`src/rtl/buffer_burst_reader_pkg.sv`:
```
// Shared definitions for the buffer burst reader: FSM state encoding and default geometry.
package buffer_burst_reader_pkg;

  // Default frame geometry
  localparam int unsigned DEFAULT_DEPTH = 8;
  localparam int unsigned DEFAULT_WIDTH = 4;

  // Fill/drain FSM state encoding (binary)
  typedef enum logic {
    ST_FILL  = 1'b0,
    ST_DRAIN = 1'b1
  } state_e;

endpackage : buffer_burst_reader_pkg

```
`src/rtl/buffer_burst_reader.sv`:
```
// Captures a frame of DEPTH words (one per accepted beat) into an internal array, then
// drains it in index order over a valid/ready stream with a last marker. One frame in flight.
//
// Ports:
//   clk        in   1      clock, all state on posedge
//   rstn       in   1      asynchronous active-low reset
//   enable     in   1      fill side may accept words (does not gate drain)
//   in_valid   in   1      producer word valid
//   in_data    in   WIDTH  producer word
//   in_ready   out  1      word accepted this cycle when in_valid is high
//   out_valid  out  1      out_data valid
//   out_data   out  WIDTH  buffer[rd_ptr]
//   out_last   out  1      current beat is entry DEPTH-1
//   out_ready  in   1      consumer accepts beat
//   frame_cnt  out  8      completed (fully drained) frames, wraps 255->0
module buffer_burst_reader
  import buffer_burst_reader_pkg::*;
#(
  parameter int unsigned DEPTH = DEFAULT_DEPTH,
  parameter int unsigned WIDTH = DEFAULT_WIDTH
) (
  input  logic             clk,
  input  logic             rstn,
  input  logic             enable,
  input  logic             in_valid,
  input  logic [WIDTH-1:0] in_data,
  output logic             in_ready,
  output logic             out_valid,
  output logic [WIDTH-1:0] out_data,
  output logic             out_last,
  input  logic             out_ready,
  output logic [7:0]       frame_cnt
);

  localparam int unsigned        PTR_W    = $clog2(DEPTH);
  localparam logic [PTR_W-1:0]   LAST_IDX = PTR_W'(DEPTH - 1);

  state_e           r_state;
  state_e           w_state_nxt;
  logic [PTR_W-1:0] r_wr_ptr;
  logic [PTR_W-1:0] r_rd_ptr;
  logic [WIDTH-1:0] r_buf [DEPTH];
  logic [7:0]       r_frame_cnt;
  logic             w_wr_en;
  logic             w_rd_en;

  // Handshake qualifiers; in_ready is already low in DRAIN so no write can slip in
  assign w_wr_en   = in_valid && in_ready;
  assign w_rd_en   = out_valid && out_ready;
  assign frame_cnt = r_frame_cnt;

  // FSM state register
  always_ff @(posedge clk or negedge rstn) begin
    if (!rstn) begin
      r_state <= ST_FILL;
    end else begin
      r_state <= w_state_nxt;
    end
  end

  // FSM next-state: switch after the last write / last transferred beat
  always_comb begin
    w_state_nxt = r_state;
    case (r_state)
      ST_FILL: begin
        if (w_wr_en && (r_wr_ptr == LAST_IDX)) begin
          w_state_nxt = ST_DRAIN;
        end
      end
      ST_DRAIN: begin
        if (w_rd_en && out_last) begin
          w_state_nxt = ST_FILL;
        end
      end
      default: w_state_nxt = ST_FILL;
    endcase
  end

  // FSM outputs: stream outputs depend only on registered state/pointer, never on out_ready
  always_comb begin
    in_ready  = 1'b0;
    out_valid = 1'b0;
    out_last  = 1'b0;
    out_data  = '0;
    case (r_state)
      ST_FILL: begin
        in_ready = enable;
      end
      ST_DRAIN: begin
        out_valid = 1'b1;
        out_data  = r_buf[r_rd_ptr];
        out_last  = (r_rd_ptr == LAST_IDX);
      end
      default: begin
        in_ready = 1'b0;
      end
    endcase
  end

  // Datapath: buffer array, pointers and frame counter
  always_ff @(posedge clk or negedge rstn) begin
    if (!rstn) begin
      r_wr_ptr    <= '0;
      r_rd_ptr    <= '0;
      r_frame_cnt <= '0;
      for (int unsigned i = 0; i < DEPTH; i++) begin
        r_buf[i] <= '0;
      end
    end else begin
      if (w_wr_en) begin
        r_buf[r_wr_ptr] <= in_data;
        r_wr_ptr        <= (r_wr_ptr == LAST_IDX) ? '0 : r_wr_ptr + PTR_W'(1);
      end
      if (w_rd_en) begin
        if (r_rd_ptr == LAST_IDX) begin
          r_rd_ptr    <= '0;
          r_frame_cnt <= r_frame_cnt + 8'(1);
        end else begin
          r_rd_ptr <= r_rd_ptr + PTR_W'(1);
        end
      end
    end
  end

endmodule : buffer_burst_reader
```
`config.mk`:
```
export PLATFORM = sky130hd
export DESIGN_NAME = buffer_burst_reader
export DESIGN_NICKNAME = d
export VERILOG_FILES = /design/src/rtl/buffer_burst_reader_pkg.sv /design/src/rtl/buffer_burst_reader.sv
export SDC_FILE = /design/constraint.sdc
export NUM_CORES = 1
export LEC_CHECK = 0
export CORE_ASPECT_RATIO = 0.6
export CORE_UTILIZATION = 55
export CTS_BUF_LIST = sky130_fd_sc_hd__clkbuf_8
export DETAILED_ROUTE_END_ITERATION = 7
export PLACE_DENSITY = 0.84
export REMOVE_ABC_BUFFERS = 1
export SKIP_LAST_GASP = 1
export SLEW_MARGIN = 20
export SYNTH_ARGS = -nofsm -noshare
export SYNTH_HDL_FRONTEND = slang
export SYNTH_SLANG_ARGS = --single-unit
```
`constraint.sdc`:
```
create_clock -name clk -period 2.25 [get_ports clk]
set_input_delay 0.675 -clock clk [delete_from_list [all_inputs] [get_ports clk]]
set_output_delay 0.675 -clock clk [all_outputs]
set_load 0.02 [all_outputs]
```
Figure 1. Register map, names as in the netlist.
Scale: 8 px per µm. Other sequential cells in the stronger gray, the rest of the logic in the fainter gray.
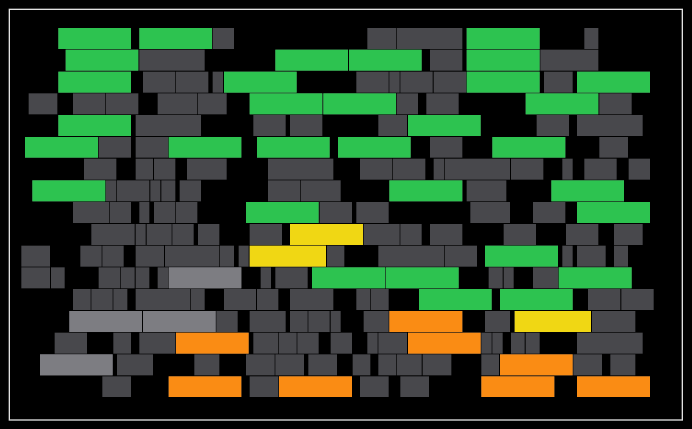
Key: `r_rd_ptr` = yellow [sequential cells 3]; `r_buf` = green [sequential cells 32]; `frame_cnt` = orange [sequential cells 8]
Another 4 sequential cells are not colored.

Figure 2. Metal layers overlaid.
Scale: 8 px per µm. Only two layers are drawn.
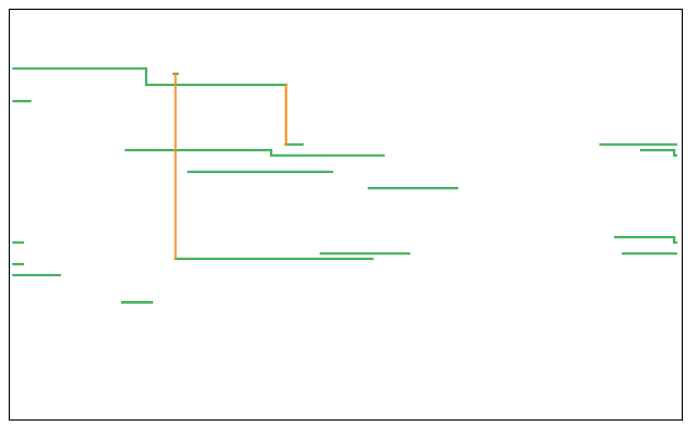
Key: met3 = green [wire length 179 µm]; met4 = orange [wire length 30.6 µm]

==> reports/metrics.yaml <==
via_per_inst: 5.88
core_mm2: 0.00376
status: "finished, violations left"
cp-end-kind: "primary output"
antenna_found_initial: 0
die_h_um: 51.2
cts_hold_buf: 0
drt_iter0_markers: 57
period_needed_ns: 2.39
violations: "design-rule violations, negative setup slack"
cp-start-kind: "flop"
setup_viol: 4
fill_cells: 250
logic_gates: 103
fin_ws_ns: -0.141
power_uw: 3080
clkLatencyLatePin_ns: 0.29
maxCapViolCount: 0
numPortBuffers: 23
clk_share_pct: 3.04
cts_max_level: 2
grt_pass1_vias: 1511
r2r_setup_slack_ns: 0.46
drive_above_1_share_pct: 37.2
reg2reg_from: "r_state"
cp_max_fo: 5
netlist_instances: 155
worstPathRequired_ns: 1.57
yosysSeqAreaShare_pct: 53.1
drc: 4
seq_area_share_pct: 44.0
nNetsFinal: 209
hold_path.class: "primary input to asynchronous set/reset pin"
overflow: 0
buffer_area_share_pct: 12.5
rsz0062_at_grt: "yes"
drt_pass1_iterations: 7
yosys-stat-cells: 155
signal_buffers: 37
Figure 3. The metal 1 layer.
Scale: 10 px per µm. Supply wires on this layer in gray. Cells faint in the background.
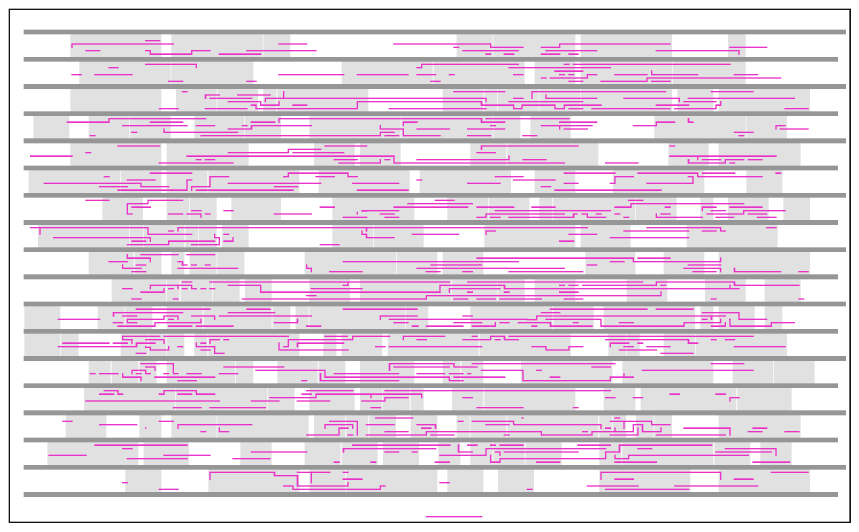
The layer holds 49% of the routed length. 194 nets have wire on it. The longest straight run is 40.9 µm. The layer carries 2280 µm of wire.
final wirelength: 4.65 mm
grt met1 use: 36.8%
routed via count: 1428

[cell families after synthesis]
family | synth area share (%)
multiplexers | 27.7
flip-flops | 53.1
AND/OR/NAND/NOR | 11.3
XOR/XNOR | 2.77
AND-OR/OR-AND | 1.35
buffers and inverters | 0.903
adder cells (fa/ha/maj) | 2.82
[power breakdown]
group          switching, µW  internal, µW
Combinational            536           698
Sequential               244          1130
Clock                    262           209
Total                   1040          2040
[path summary, 6_finish.rpt]
check | endpoint
worst max-delay path | out_data[1]
worst min-delay path | r_buf[18]
worst max register to register | r_buf[10]
worst min register to register | frame_cnt[7]
max in group asynchronous | r_rd_ptr[2]
min in group clk | frame_cnt[7]
[timing repair]
item                       in CTS  in global routing
gates resized                  29                  6
pin swaps                       0                  2
setup endpoints to repair       6                  6
cloned                          1                  0
buffers inserted                2                  0
[sequential cells by signal, indices dropped and copies added, names as in the netlist]
register,count
r_buf,32
r_state,1
r_rd_ptr,3
frame_cnt,8
r_wr_ptr,3
[critical path, stage by stage, from the launching register on]
cell	delay (ns)
dfrtp_2	0.39
buf_8	0.14
mux4_2	0.50
mux2i_1	0.17
nor2_1	0.06
buf_4	0.16
[per-layer routing]
layer	global-route usage, %	wire, µm	part of all wire [%]
met5	0	0	0
met4	5.46	30	0.65
met3	6.95	179	3.8
met2	38.7	2160	46
met1	36.8	2280	49
[cells in the final DEF (no fill, tap or decap), types with 3 or more instances in the layout]
cell             Yosys  final
buf_2                1      3
buf_4                0     15
clkbuf_8             0      5
clkdlybuf4s50_1      0     16
dfrtp_1             47     45
ha_1                 5      4
inv_1                1      3
mux2_1               4      4
mux2_2              31     31
mux2i_1              4      4
mux4_2               8      8
nand2_1              8      8
nand4_1              3      3
nor2_1               6      6
nor3_1               4      4
xnor2_1              3      3
xor2_1               4      4
